==> config.mk <==
export PLATFORM = sky130hd
export DESIGN_NAME = ram_burst_reader
export DESIGN_NICKNAME = d
export VERILOG_FILES = /design/src/rtl/ram_burst_reader.sv
export SDC_FILE = /design/constraint.sdc
export NUM_CORES = 1
export LEC_CHECK = 0
export CAP_MARGIN = 20
export CELL_PAD_IN_SITES_DETAIL_PLACEMENT = 0
export CELL_PAD_IN_SITES_GLOBAL_PLACEMENT = 1
export CORE_MARGIN = 10
export CORE_UTILIZATION = 40
export CTS_CLUSTER_DIAMETER = 120
export CTS_CLUSTER_SIZE = 28
export DETAILED_ROUTE_END_ITERATION = 10
export PLACE_DENSITY = 0.88
export SETUP_SLACK_MARGIN = 0.5
export SLEW_MARGIN = 20
export SYNTH_ARGS = -nofsm -noshare
export SYNTH_HDL_FRONTEND = slang
export SYNTH_SLANG_ARGS = --single-unit
export TNS_END_PERCENT = 100
==> constraint.sdc <==
create_clock -name clk -period 3.9 [get_ports clk]
set_clock_uncertainty 0.15 [all_clocks]
set_input_delay 1.17 -clock clk [delete_from_list [all_inputs] [get_ports clk]]
set_output_delay 1.17 -clock clk [all_outputs]
set_load 0.02 [all_outputs]
==> src/rtl/ram_burst_reader.sv <==
// Burst reader: issues sequential RAM reads and streams the returned words
// through a 2-entry skid buffer to a valid/ready sink.
module ram_burst_reader #(
  parameter int unsigned DATA_WIDTH = 8,
  parameter int unsigned ADDR_WIDTH = 5
) (
  input  logic                  clk,
  input  logic                  rst_n,
  input  logic                  start,
  input  logic [ADDR_WIDTH-1:0] start_addr,
  input  logic [ADDR_WIDTH:0]   length,
  output logic                  ram_re,
  output logic [ADDR_WIDTH-1:0] ram_addr,
  input  logic [DATA_WIDTH-1:0] ram_rdata,
  output logic [DATA_WIDTH-1:0] m_data,
  output logic                  m_valid,
  input  logic                  m_ready,
  output logic                  busy,
  output logic                  done
);

  localparam int unsigned LW = ADDR_WIDTH + 1;

  typedef enum logic [1:0] {IDLE, READ, DRAIN} state_t;

  state_t                state;
  logic [LW-1:0]         issue_left;
  logic [LW-1:0]         beats_left;
  logic                  rd_pend;
  logic                  sk_valid;
  logic [DATA_WIDTH-1:0] sk_data;
  logic                  pop;
  logic                  accept;
  logic [1:0]            occ;

  // Words held or in flight once this cycle's pop is accounted for.
  // Crediting the pop keeps one word per cycle flowing while never
  // committing more than two words of storage.
  assign pop    = m_valid && m_ready;
  assign occ    = 2'(m_valid) + 2'(sk_valid) + 2'(rd_pend) - 2'(pop);
  assign ram_re = (state == READ) && (issue_left != '0) && (occ < 2'd2);
  assign accept = (state == IDLE) && start && (length != '0);

  always_ff @(posedge clk or negedge rst_n) begin
    if (!rst_n) begin
      state      <= IDLE;
      ram_addr   <= '0;
      issue_left <= '0;
      beats_left <= '0;
      rd_pend    <= 1'b0;
      sk_valid   <= 1'b0;
      sk_data    <= '0;
      m_valid    <= 1'b0;
      m_data     <= '0;
      busy       <= 1'b0;
      done       <= 1'b0;
    end else begin
      done    <= 1'b0;
      rd_pend <= ram_re;

      // Output register refills from the skid entry first to keep order.
      if (!m_valid || pop) begin
        if (sk_valid) begin
          m_data   <= sk_data;
          m_valid  <= 1'b1;
          sk_valid <= rd_pend;
          if (rd_pend) sk_data <= ram_rdata;
        end else if (rd_pend) begin
          m_data  <= ram_rdata;
          m_valid <= 1'b1;
        end else begin
          m_valid <= 1'b0;
        end
      end else if (rd_pend) begin
        sk_data  <= ram_rdata;
        sk_valid <= 1'b1;
      end

      if (done) busy <= 1'b0;

      case (state)
        IDLE: begin
          if (accept) begin
            state      <= READ;
            ram_addr   <= start_addr;
            issue_left <= length;
            beats_left <= length;
            busy       <= 1'b1;
          end
        end
        READ: begin
          if (ram_re) begin
            ram_addr   <= ram_addr + ADDR_WIDTH'(1);
            issue_left <= issue_left - LW'(1);
            if (issue_left == LW'(1)) state <= DRAIN;
          end
        end
        DRAIN: ;
        default: state <= IDLE;
      endcase

      // Last beat leaving the buffer closes the burst.
      if (pop && (state != IDLE)) begin
        beats_left <= beats_left - LW'(1);
        if (beats_left == LW'(1)) begin
          state <= IDLE;
          done  <= 1'b1;
        end
      end
    end
  end

endmodule

Figure 1. Clock nets (run 1).
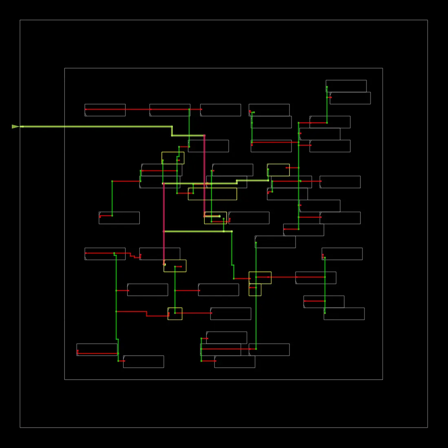
Num CTS Buffers: 5
clkbuf count: 5

Figure 2. Clock wires, drivers and flops (run 1).
Scale bar: 20 um.
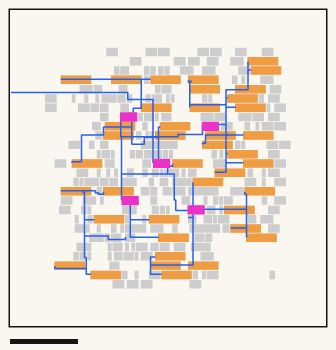
[blue] clock wires | length: 521 um
[orange] flip-flops | count: 40
[magenta] cells driving clock nets | count: 5
routed clock nets: 6
clock share of power: 13.6%
Clock Latency Late Sink: 290 ps
Clk power: 0.347 mW

Figure 3. Close-up of the layout (run 1).
Window x 54 to 84, y 8 to 38 um. Cells in grey, sequential cells in the stronger grey; small squares are vias.
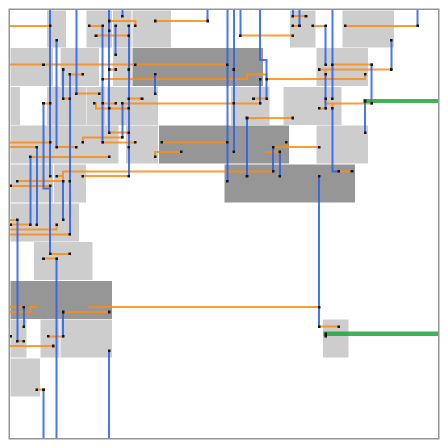
| colour | layer |
|---|---|
| orange | met1 |
| green | met3 |
| blue | met2 |
sequential cells in the window: 4
most frequent: dfrtp_1 (4), clkdlybuf4s50_1 (4), buf_4 (4)
cells with their middle in the window: 31

Figure 4. Cells by drive strength (run 1).
Scale bar: 20 um.
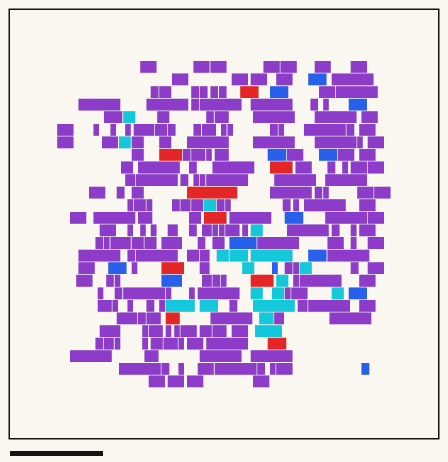
| colour | size | cells | share |
|---|---|---|---|
| red | drive 6 and up | 9 | 3.5% |
| cyan | drive 3 to 4 | 18 | 7.0% |
| purple | drive 1 or less | 217 | 84% |
| blue | drive 2 | 13 | 5.1% |
final setup margin: 168 ps
Non-clock buffers: 49
Synth-to-Final Area Change: 31.7%

==> run 1: area by class of cell <==
| type | instances | area (sq um) |
|---|---|---|
| clock buffer | 5 | 68.8 |
| inverter | 9 | 33.8 |
| timing repair buffer | 49 | 463 |
| fill | 490 | 2330 |
| multi-input combinational | 151 | 1070 |
| tap | 70 | 87.6 |
| clock inverter | 3 | 46.3 |
| sequential | 40 | 1000 |
==> run 1: per-stage QoR <==
stage               util, %  area [sq um]  total power, mW  hold slack, ps
finish                 54.3          2770             2.56             294
global route           54.3          2770             2.79             327
CTS                    54.3          2770             2.60             300
detailed placement     51.5          2630             2.19             287
global placement       51.5          2630             2.15             277
floorplan                 -          2150             1.70             320
==> run 1: power by group <==
group	switching (mW)	leakage (nW)	internal, mW
Sequential	0.163	0.460	0.616
Combinational	0.717	0.652	0.721
Clock	0.155	0.0548	0.193
Total	1.03	1.17	1.53
==> run 1: sequential cells by signal (all words and copies together) (netlist names) <==
register and flops:
beats_left 6, busy 1, done 1, issue_left 6, m_data 8, m_valid 1
ram_addr 5, rd_pend 1, sk_data 8, sk_valid 1, state 2
==> run 1: cells in the mapped netlist, types with 2 or more instances <==
cell type	instances
a21oi_1	18
a221o_1	2
a221oi_1	2
a22oi_1	2
buf_2	2
buf_6	2
clkbuf_1	4
dfrtp_1	40
ha_1	7
inv_1	9
mux2_2	8
mux2i_1	9
nand2_1	14
nand2b_1	2
nand3_1	10
nor2_1	25
nor2b_1	3
nor3_1	5
nor3b_1	5
o211ai_1	7
o21ai_0	4
o221ai_1	6
o22ai_1	2
or3_1	2
xnor2_1	3
==> run 1: layer usage <==
metal,vias up,routed length (um),track usage (%)
met5,-,0,0
met4,0,36,2.70
met3,5,345,5.17
met2,38,2370,19.8
met1,834,2140,14.4
li1,851,-,-
==> results.json, run 1 <==
{
  "status": "completed",
  "yosysTopAreaCell": "dfrtp_1",
  "clockBufferDepth": 2,
  "fin_tns_setup_ps": 0,
  "grt_overflow": 0,
  "grt_pass1_wl_mm": 8.48,
  "preCtsSetupSlack_ps": -759,
  "hold_end": "busy",
  "antenna_cells": 0,
  "arrival_ps": 2410,
  "crit_path_max_fanout": 2,
  "route.detailed.drc": 0,
  "finalCriticalPeriod_ps": 3730,
  "drt_wl_total_mm": 4.89,
  "finalCritPeriodShare_pct": 95.7,
  "root_buffer": "clkbuf_8",
  "initial_core_util_pct": 41.2,
  "ant_nets": 0,
  "die_w_um": 92.5,
  "holdBufCountCts": 0,
  "die_area_sq_um": 8560,
  "path_buffers": 3,
  "antenna_found_initial": 0,
  "worst_slew_pin_slew_ps": 941,
  "flop_cell": "dfrtp_1",
  "fmax_mhz": 268,
  "yosysUniqueCellTypes": 41,
  "drv_slew": 0,
  "seq_area_frac_synth_pct": 47.6,
  "timing.slew.headroom_pct": 37.1,
  "dp.cells": 317,
  "syn_area_per_cell_sq_um": 10.1,
  "mostFrequentLayoutCells": "40 x dfrtp_1, 36 x clkdlybuf4s50_1, 24 x nor2_1, 17 x a21oi_1, 14 x nand2_1",
  "cts_tree": "yes",
  "coreArea_sq_um": 5110,
  "r2r_slack_ps": 1390,
  "cap_viol_max_count": 0,
  "yosys-top-cells-area": "dfrtp_1 48%, nor2_1 4.5%, a21oi_1 4.3%",
  "setup_viol": 0,
  "die_h_um": 92.5,
  "endpoint": "ram_re",
  "rr_startpoint": "m_valid",
  "post_drt_wl_per_cell_um": 15.0,
  "synth.top_cell.area_share_pct": 47.6,
  "rows": 26,
  "crit_slowest_cell": "ha_4",
  "vias": 1728,
  "cp_data_required_time_ps": 2580,
  "drt_iter0_drc": 53,
  "finish.net_count": 286,
  "power_density_nw_per_um2": 924,
  "cts_setup_buffers": 2,
  "fin_cells": 327,
  "hold_start": "done",
  "grt_usage_pct": 12.1,
  "yosysWarnings": 0,
  "final-hold-violation-count": 0,
  "reg2reg_depth": 10,
  "lay_top_count": "dfrtp_1",
  "crit_path_max_incr_delay_ps": 260,
  "ioPinCount": 40,
  "drt_pre_antenna_iters": 4,
  "aoi_share_pct": 16.7,
  "synth_area_sq_um": 2100,
  "ys_sh_simple_pct": 16.3,
  "clock_sinks": 40,
  "path_depth": 9,
  "place_congestion": 0.870,
  "cp-startpoint": "m_ready",
  "end_kind": "output pin",
  "synth-edff-count": 0,
  "rsz0062_at_grt": "yes",
  "port_buffers": 39,
  "critPathTopFamily": "adder cells",
  "async_flop_share_pct": 100,
  "grt_start_max_net_pins": 41,
  "fp_nets": 239,
  "cp_cell_sequence": "buf_6 > and2_4 > ha_4 > inv_2 > ha_4 > a21oi_4 > xnor2_2 > nor2_4 > buf_6",
  "drive_above_1_share_pct": 15.6,
  "grt_pass1_vias": 1777,
  "critPathLaunchType": "primary input"
}
==> run 2, diff against run 1 <==
Settings changed: SLEW_MARGIN 20 to 10.
Figure 5. Cells by drive strength (run 2).
Scale bar: 20 um.
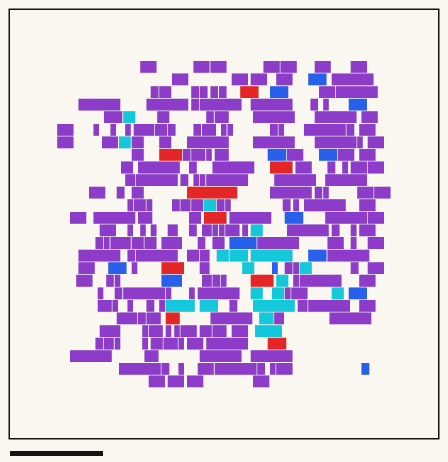
final instance area: 2770 sq um

Figure 6. Clock nets (run 2).
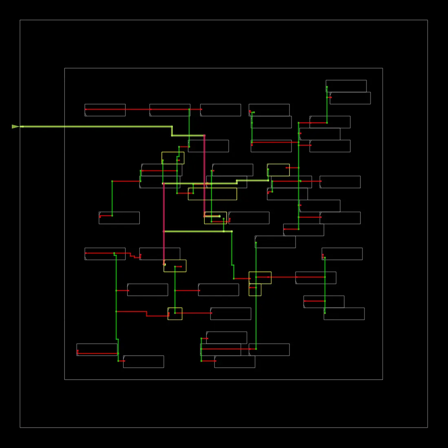
CTS Sinks: 40
num sequential: 40

==> results.json, run 2 <==
{
  "status": "completed",
  "crit_path_max_fanout": 2,
  "preCtsSetupSlack_ps": -759,
  "seqPwrFrac_pct": 30.4,
  "die_h_um": 92.5,
  "mostFrequentLayoutCells": "40 x dfrtp_1, 36 x clkdlybuf4s50_1, 24 x nor2_1, 17 x a21oi_1, 14 x nand2_1",
  "fin_tns_setup_ps": 0,
  "top_cell": "dfrtp_1",
  "die_w_um": 92.5,
  "reg2reg_depth": 10,
  "ant_nets": 0,
  "synth.top_cell.area_share_pct": 47.6,
  "clockBufferDepth": 2,
  "hold_start": "done",
  "power_density_nw_per_um2": 924,
  "wl_met3_um": 345,
  "gr-usage-met1_pct": 14.4,
  "drt_iter0_drc": 53,
  "p_clk_share_pct": 13.6,
  "insertion_delay_ps": 290,
  "grt_usage_pct": 12.1,
  "syn_area_per_cell_sq_um": 10.1,
  "rsz0062_at_grt": "yes",
  "cts_tree": "yes",
  "hold_end": "busy",
  "die_area_sq_um": 8560,
  "port_buffers": 39,
  "cp_data_required_time_ps": 2580,
  "grt_pass1_vias": 1777,
  "total_power_mw": 2.56,
  "highest_layer": "met4",
  "yosysTopAreaCell": "dfrtp_1",
  "async_flop_share_pct": 100,
  "synth_area_sq_um": 2100,
  "yosysWarnings": 0,
  "largestRegisters": "m_data: 8 flops, sk_data: 8 flops",
  "end_kind": "output pin",
  "met2_usage_pct": 19.8,
  "dp.cells": 317,
  "placed_cell_area_sq_um": 2630,
  "coreArea_sq_um": 5110,
  "drt_pre_antenna_iters": 4,
  "wl_met1_mm": 2.14,
  "ioPinCount": 40,
  "yosysUniqueCellTypes": 41,
  "combPwrFrac_pct": 56.1,
  "fp_nets": 239,
  "synth-edff-count": 0,
  "areaGrowthSynthToFinish_pct": 31.7,
  "route.detailed.drc": 0,
  "holdBufCountCts": 0,
  "fillCellCount": 490,
  "critPathLaunchType": "primary input",
  "final_util_pct": 54.3,
  "initial_core_util_pct": 41.2,
  "worst_slew_pin_slew_ps": 941,
  "grt_pass1_wl_mm": 8.48,
  "grt-busiest-layer": "met2",
  "switching_share_pct": 40.3,
  "p_switching_mw": 1.03,
  "arrival_ps": 2410,
  "final-hold-violation-count": 0,
  "vias": 1728,
  "synthTopCellsByCount": "40 x dfrtp_1, 25 x nor2_1, 18 x a21oi_1",
  "place_congestion": 0.870,
  "setup_viol": 0
}
Figure 7. Clock wires, drivers and flops (run 2).
Scale bar: 20 um.
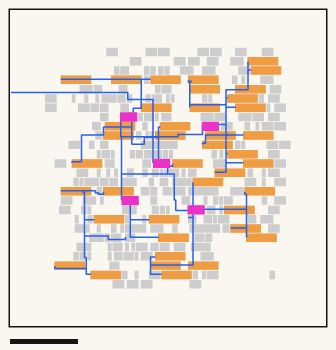

[run 2: how the worst max path moves through the flow]
stage                        from  slack [ps]  depth (start not counted)      to
after floorplan           m_ready         240                          7  ram_re
after CTS                 m_ready         130                          9  ram_re
after detailed placement  m_ready        -760                          9  ram_re
after global routing      m_ready         120                          9  ram_re
after global placement    m_ready        -690                          9  ram_re
final                     m_ready         170                          9  ram_re
[run 2: cell families (layout without fill, tap and decap cells)]
| logic type | Yosys count | in the layout | share of synthesized area, % |
|---|---|---|---|
| xor gates and xnor gates | 4 | 4 | 1.66 |
| DFF | 40 | 40 | 47.6 |
| buffers and inverters | 18 | 66 | 4.04 |
| and+or+nand+nor | 71 | 71 | 16.3 |
| muxes | 18 | 18 | 9.10 |
| adders and majority gates | 8 | 8 | 4.64 |
| AOI/OAI and AO/OA | 50 | 50 | 16.7 |
[run 2: critical path, stage by stage]
cell and delay, ps:
buf_6 90, and2_4 140, ha_4 260, inv_2 40
ha_4 260, a21oi_4 50, xnor2_2 160, nor2_4 120
buf_6 130
[run 2: area by class of cell]
cell class | count | area (sq um) | share of cell area [%]
inverters | 9 | 33.8 | 1.22
well taps | 70 | 87.6 | 3.16
multi-input cells | 151 | 1070 | 38.7
repair buffers | 49 | 463 | 16.7
flip-flops and latches | 40 | 1000 | 36.1
clock buffers | 5 | 68.8 | 2.48
clock inverters | 3 | 46.3 | 1.67
[run 2: power groups by stage]
stage	logic, mW	registers (mW)	clock network, mW
finish	1.44	0.778	0.347
global route	1.60	0.811	0.381
detailed placement	1.40	0.783	0
global placement	1.37	0.775	0
floorplan	0.857	0.839	0
CTS	1.46	0.778	0.357
No activity file was given, so power comes from the tool's default toggle rates.
